### config.mk
export PLATFORM = sky130hd
export DESIGN_NAME = seq_divider
export DESIGN_NICKNAME = d
export VERILOG_FILES = /design/src/rtl/seq_divider.sv
export SDC_FILE = /design/constraint.sdc
export NUM_CORES = 1
export LEC_CHECK = 0
export CAP_MARGIN = 10
export CORE_MARGIN = 4
export CORE_UTILIZATION = 56
export CTS_BUF_LIST = sky130_fd_sc_hd__clkbuf_8
export CTS_CLUSTER_DIAMETER = 100
export DETAILED_ROUTE_END_ITERATION = 10
export GPL_TIMING_DRIVEN = 0
export PLACE_DENSITY_LB_ADDON = 0.08
export RECOVER_POWER = 25
export SLEW_MARGIN = 10
export SYNTH_ARGS = -nofsm -noshare
export SYNTH_HDL_FRONTEND = slang
export SYNTH_SLANG_ARGS = --single-unit
### constraint.sdc
create_clock -name clk -period 2.7 [get_ports clk]
set_input_delay 0.54 -clock clk [delete_from_list [all_inputs] [get_ports clk]]
set_output_delay 0.54 -clock clk [all_outputs]
set_load 0.01 [all_outputs]
### src/rtl/seq_divider.sv
// Sequential unsigned 16-bit divider using repeated subtraction over a shared operand bus.
// Optional divide-by-zero flag port 'err' is built when the DIV_ERR_EN macro is defined.
module seq_divider (
  input  logic        clk,
  input  logic        rst_n,
  input  logic        start,
  input  logic [15:0] data_in,
  output logic [15:0] quotient,
  output logic [15:0] remainder,
  output logic        busy,
`ifdef DIV_ERR_EN
  output logic        err,
`endif
  output logic        done
);

  typedef enum logic [2:0] {
    IDLE = 3'd0,
    LDA  = 3'd1,
    LDB  = 3'd2,
    SUB  = 3'd3,
    DONE = 3'd4
  } state_t;

  state_t      state_q, state_d;
  logic [15:0] rem_q, rem_d;
  logic [15:0] quo_q, quo_d;
  logic [15:0] div_q, div_d;
  logic        busy_q, busy_d;
  logic        done_q, done_d;
`ifdef DIV_ERR_EN
  logic        err_q, err_d;
`endif

  always_ff @(posedge clk) begin
    if (!rst_n) begin
      state_q <= IDLE;
      rem_q   <= 16'd0;
      quo_q   <= 16'd0;
      div_q   <= 16'd0;
      busy_q  <= 1'b0;
      done_q  <= 1'b0;
`ifdef DIV_ERR_EN
      err_q   <= 1'b0;
`endif
    end else begin
      state_q <= state_d;
      rem_q   <= rem_d;
      quo_q   <= quo_d;
      div_q   <= div_d;
      busy_q  <= busy_d;
      done_q  <= done_d;
`ifdef DIV_ERR_EN
      err_q   <= err_d;
`endif
    end
  end

  always_comb begin
    state_d = state_q;
    rem_d   = rem_q;
    quo_d   = quo_q;
    div_d   = div_q;
`ifdef DIV_ERR_EN
    err_d   = err_q;
`endif
    case (state_q)
      IDLE: begin
        if (start) state_d = LDA;
      end
      LDA: begin
        rem_d   = data_in;
        state_d = LDB;
      end
      LDB: begin
        div_d = data_in;
        if (data_in != 16'd0) begin
          quo_d   = 16'd0;
          state_d = SUB;
        end else begin
          // Divide-by-zero: saturated quotient, dividend kept as remainder.
          quo_d   = 16'hFFFF;
          state_d = DONE;
`ifdef DIV_ERR_EN
          err_d   = 1'b1;
`endif
        end
      end
      SUB: begin
        if (rem_q >= div_q) begin
          rem_d = rem_q - div_q;
          quo_d = quo_q + 16'd1;
        end else begin
          state_d = DONE;
        end
      end
      DONE: begin
        if (start) begin
          state_d = LDA;
`ifdef DIV_ERR_EN
          err_d   = 1'b0;
`endif
        end
      end
      default: begin
        state_d = IDLE;
`ifdef DIV_ERR_EN
        err_d   = 1'b0;
`endif
      end
    endcase

    busy_d = (state_d == LDA) || (state_d == LDB) || (state_d == SUB);
    // done follows DONE by one edge but drops on the same edge a new start leaves DONE.
    done_d = (state_q == DONE) && (state_d == DONE);
  end

  assign quotient  = quo_q;
  assign remainder = rem_q;
  assign busy      = busy_q;
  assign done      = done_q;
`ifdef DIV_ERR_EN
  assign err       = err_q;
`endif

endmodule
run_1/placement.png
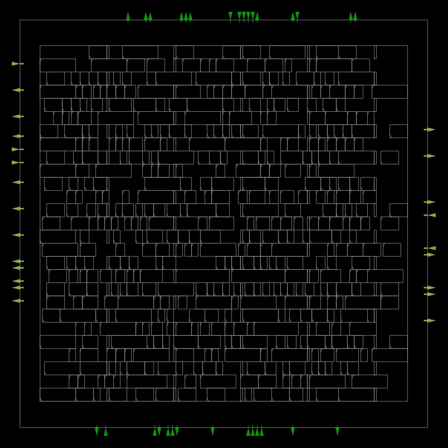
tap cells: 72
core area: 0.00557 sq mm
count of flip-flops and latches: 53
Layout fillers: 461
FP Rows: 27

run_1/flops_by_reg.png
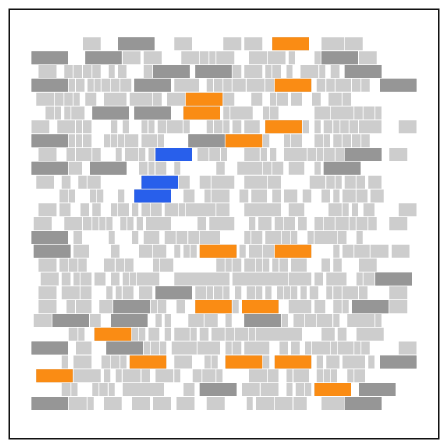
color	netlist name	placed flops
blue	state_q	3
orange	div_q	16
not colored	34
post-layout util: 0.724
Flop area: 0.00106 sq mm

run_1/layer_met4.png
The bar under the picture is 20 microns long. Supply wires on this layer in gray.
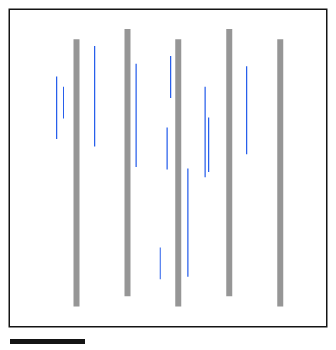
nets with wire on the layer	9
share of all routed wire	2.1%
main direction	vertical
wire length on this layer	198 microns
DRT Wirelength: 9600 microns
total number of vias: 3472

run_1/metal_density.png
The bar under the picture is 20 microns long. The die is cut into 17 by 17 equal tiles; dark purple is low, yellow is high, scaled to the fullest tile. Values are wire area over tile area, all layers added.
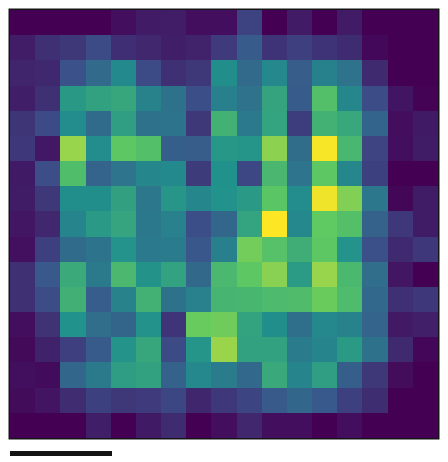
mean over tiles	0.22
nearly empty tiles	11%
densest ninth of the die	center
fullest tile	0.69
tiles over half the peak	26%
DR WL/cell: 16.9 microns
Tot GR Track Use: 0.276

==> impl_metrics.tcl, run 1 <==
# flow metrics
set metrics [dict create \
    run_status "complete, no violations" \
    syn-cell-area_sq_mm 0.00325 \
    gp_congestion 0.953 \
    xor_area_frac 0.0270 \
    grt-ovfl-total 0 \
    reg2reg_slack_ns 0.11 \
    p_per_area_mw_per_mm2 829 \
    critical_path_depth 11 \
    fmax_mhz 387 \
    synth_cell_types 53 \
    synth-adder-area-share 0.0716 \
    yosys_area_sq_mm 0.00325 \
    critPathTopFamily "AND-OR/OR-AND gates" \
    ys_cells 438 \
    rr_endpoint "quotient[12]$_SDFFE_PN0P_" \
    htreeDepth 2 \
    nNetsFinal 533 \
    dr_wl_met2_microns 4740 \
    critPathBufInv 3 \
    ant_nets 0 \
    met1_usage 0.360 \
    antenna_found_initial 0 \
    tool_warnings 26 \
    ys_top_logic_family "AND-OR/OR-AND gates" \
    placed_cell_area_sq_mm 0.00386 \
    fin_crit_ns 2.59 \
    drv_slew 0 \
    p_seq_uw 980 \
    slowest_stage "a211oi_4" \
    ys.flops 53 \
    wl_met3_microns 707 \
    place_inst 562 \
    seq_power_share 0.293 \
    cts_tree "yes" \
    cp.required_ns 2.92 \
    min_path_cells 2 \
    grt_max_degree 18 \
    finalPower_mw 3.34 \
    slew_headroom 0.578 \
    cts_buffers 5 \
    clock_power_share 0.197 \
    finalCritPeriodShare 0.957 \
    synth_seq_share 0.327 \
    criticalPathCategory "reg2reg" \
    setup_viol 0 \
    cts_hold_buf 0 \
    dominant_cells "combinational gates" \
    die_w_microns 84.2 \
    crit_chain "inv_1 -> ha_1 -> buf_2 -> a21oi_1 -> o21a_1 -> o21bai_1 -> a211oi_4 -> nand2b_1 -> buf_4 -> o22ai_1 -> a311oi_1" \
    clock_power_uw 657 \
    endpoint "quotient[12]$_SDFFE_PN0P_" \
    drt_iter0_drc 324 \
    p_sw_mw 1.36 \
    crit_start "div_q[11]$_SDFFE_PN0P_" \
    combAreaFraction 0.507 \
    postCtsResizedCells 2 \
    clock_cell_area_share 0.0341 \
    end_kind "flip-flop" \
    grt_pass1_wl_microns 16000 \
    maxPowerGroup "combinational logic" \
    use_met3 0.0285 \
    clk_pin_slew_ns 0.10 \
    wl_met1_microns 3960 \
    nNonClkBuffers 72 \
    cts-root-buf "clkbuf_8" \
    cts_setup_buffers 0 \
    leakagePower_nw 1.54 \
    min_path_type "reg2reg" \
    peakVddDrop_uv 421 \
    maxCapViolCount 0 \
    busiest_layer "met2" \
    worstHoldStart "div_q[15]$_SDFFE_PN0P_" \
    grt_pass1_vias 3348 \
    rr_worst_depth 11 \
    holdPathEnd "div_q[15]$_SDFFE_PN0P_" \
    dieArea_sq_mm 0.00709 \
    edf_count 0 \
    vias_per_cell 6.10 \
    aoi_share 0.270 \
    nClkBuffers 5 \
    top_area_frac 0.327 \
    dp_slack_ns -0.103 \
    initial_core_util 0.583 \
    diodes 0 \
    clock-sinks 53 \
    finalWorstSetupSlack_ns 0.115 \
    worst-slew-pin-transition_ns 0.633 \
    combPwrFrac 0.511 \
    syn_avg_cell_area_sq_um 7.42 \
    cts_buffer_depth 2 \
    start_kind "flip-flop" \
    rr_startpoint "div_q[11]$_SDFFE_PN0P_" \
    lay_top_count "nand2_1" \
    hold_ws_ns 0.466 \
    sh_seq_area 0.263 \
    clk_latency_ns 0.32 \
    drive_gt1_frac 0.0644 \
    synth_warnings 0 \
    logic_gates 343 \
    synthCells 438 \
    first_pass_iters 5 \
    largest_area_cell "dfxtp_1" \
    arrival_ns 2.81 \
    port_buffers 52 \
    slowest_delay_ns 0.39 \
    swShare 0.406 \
    layout_top_cells "nand2_1, a21oi_1, dfxtp_1, nor2_1" \
]
==> inputs of run 2 (changes only) <==
--- a/config.mk
+++ b/config.mk
@@ -5,6 +5,7 @@
 export SDC_FILE = /design/constraint.sdc
 export NUM_CORES = 1
 export LEC_CHECK = 0
+export ABC_CLOCK_PERIOD_IN_PS = 2700
 export CAP_MARGIN = 10
 export CORE_MARGIN = 4
 export CORE_UTILIZATION = 56
run_2/placement.png
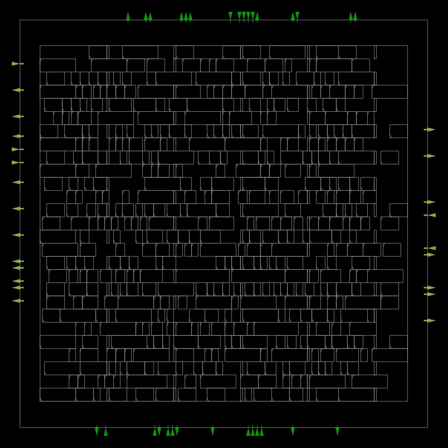
Seq area share: 0.263
non-filler cells, final: 569

==> impl_metrics.tcl, run 2 <==
# flow metrics
set metrics [dict create \
    met1_usage 0.360 \
    slew_headroom 0.578 \
    place_inst 562 \
    rr_startpoint "div_q[11]$_SDFFE_PN0P_" \
    rows 27 \
    synth_seq_share 0.327 \
    p_per_area_mw_per_mm2 829 \
    cp.required_ns 2.92 \
    placed_cell_area_sq_mm 0.00386 \
    drive_gt1_frac 0.0644 \
    synth-adder-area-share 0.0716 \
    clock_power_uw 657 \
    busiest_layer "met2" \
    grt_pass1_vias 3348 \
    run_status "complete, no violations" \
    ff_latch_area_sq_mm 0.00106 \
    cts_tree "yes" \
    drt_iter0_drc 324 \
    post-route-util 0.724 \
    nNetsFinal 533 \
    port_buffers 52 \
    maxCapViolCount 0 \
    dp_slack_ns -0.103 \
    combPwrFrac 0.511 \
    fmax_mhz 387 \
    clk_pin_slew_ns 0.10 \
    fin_crit_ns 2.59 \
    grt_max_degree 18 \
    clock_cell_area_share 0.0341 \
    syn-cell-area_sq_mm 0.00325 \
    setup_viol 0 \
    die_w_microns 84.2 \
    edf_count 0 \
    p_seq_uw 980 \
    swShare 0.406 \
    maxPowerGroup "combinational logic" \
    grt_pass1_wl_microns 16000 \
    p_sw_mw 1.36 \
    wl_per_cell_microns 16.9 \
    clk_latency_ns 0.32 \
    criticalPathCategory "reg2reg" \
    first_pass_iters 5 \
    routed_wirelength_microns 9600 \
    diodes 0 \
    core_sq_mm 0.00557 \
    endpoint "quotient[12]$_SDFFE_PN0P_" \
    rr_endpoint "quotient[12]$_SDFFE_PN0P_" \
    ys_top_logic_family "AND-OR/OR-AND gates" \
    slowest_stage "a211oi_4" \
    wl_met3_microns 707 \
    critPathTopFamily "AND-OR/OR-AND gates" \
    use_met3 0.0285 \
    critical_path_depth 11 \
    antenna_found_initial 0 \
    crit_chain "inv_1 -> ha_1 -> buf_2 -> a21oi_1 -> o21a_1 -> o21bai_1 -> a211oi_4 -> nand2b_1 -> buf_4 -> o22ai_1 -> a311oi_1" \
    aoi_share 0.270 \
    synthCells 438 \
    min_path_cells 2 \
    holdPathEnd "div_q[15]$_SDFFE_PN0P_" \
    finalWorstSetupSlack_ns 0.115 \
    end_kind "flip-flop" \
    ys_cells 438 \
    top_area_frac 0.327 \
    synth_cell_types 53 \
    drv_slew 0 \
    ys.flops 53 \
    grt_usage 0.276 \
    crit_start "div_q[11]$_SDFFE_PN0P_" \
    layout_top_cells "nand2_1, a21oi_1, dfxtp_1, nor2_1" \
    clock-sinks 53 \
    arrival_ns 2.81 \
    fill_cells 461 \
    postCtsResizedCells 2 \
    fp.dieH_microns 84.2 \
    tool_warnings 26 \
    dieArea_sq_mm 0.00709 \
    peakVddDrop_uv 421 \
    wl_met1_microns 3960 \
    cts-root-buf "clkbuf_8" \
    finalPower_mw 3.34 \
    logic_gates 343 \
    clock_power_share 0.197 \
    start_kind "flip-flop" \
    lay_top_count "nand2_1" \
    seq_power_share 0.293 \
    worst-slew-pin-transition_ns 0.633 \
    synth_warnings 0 \
    tap_cells 72 \
    dominant_cells "combinational gates" \
    cts_setup_buffers 0 \
    rr_worst_depth 11 \
    initial_core_util 0.583 \
    ant_nets 0 \
    nNonClkBuffers 72 \
    cts_hold_buf 0 \
    cts_buffer_depth 2 \
    leakagePower_nw 1.54 \
    xor_area_frac 0.0270 \
    finalCritPeriodShare 0.957 \
    largest_area_cell "dfxtp_1" \
    reg2reg_slack_ns 0.11 \
    nClkBuffers 5 \
    critPathBufInv 3 \
    grt-ovfl-total 0 \
]
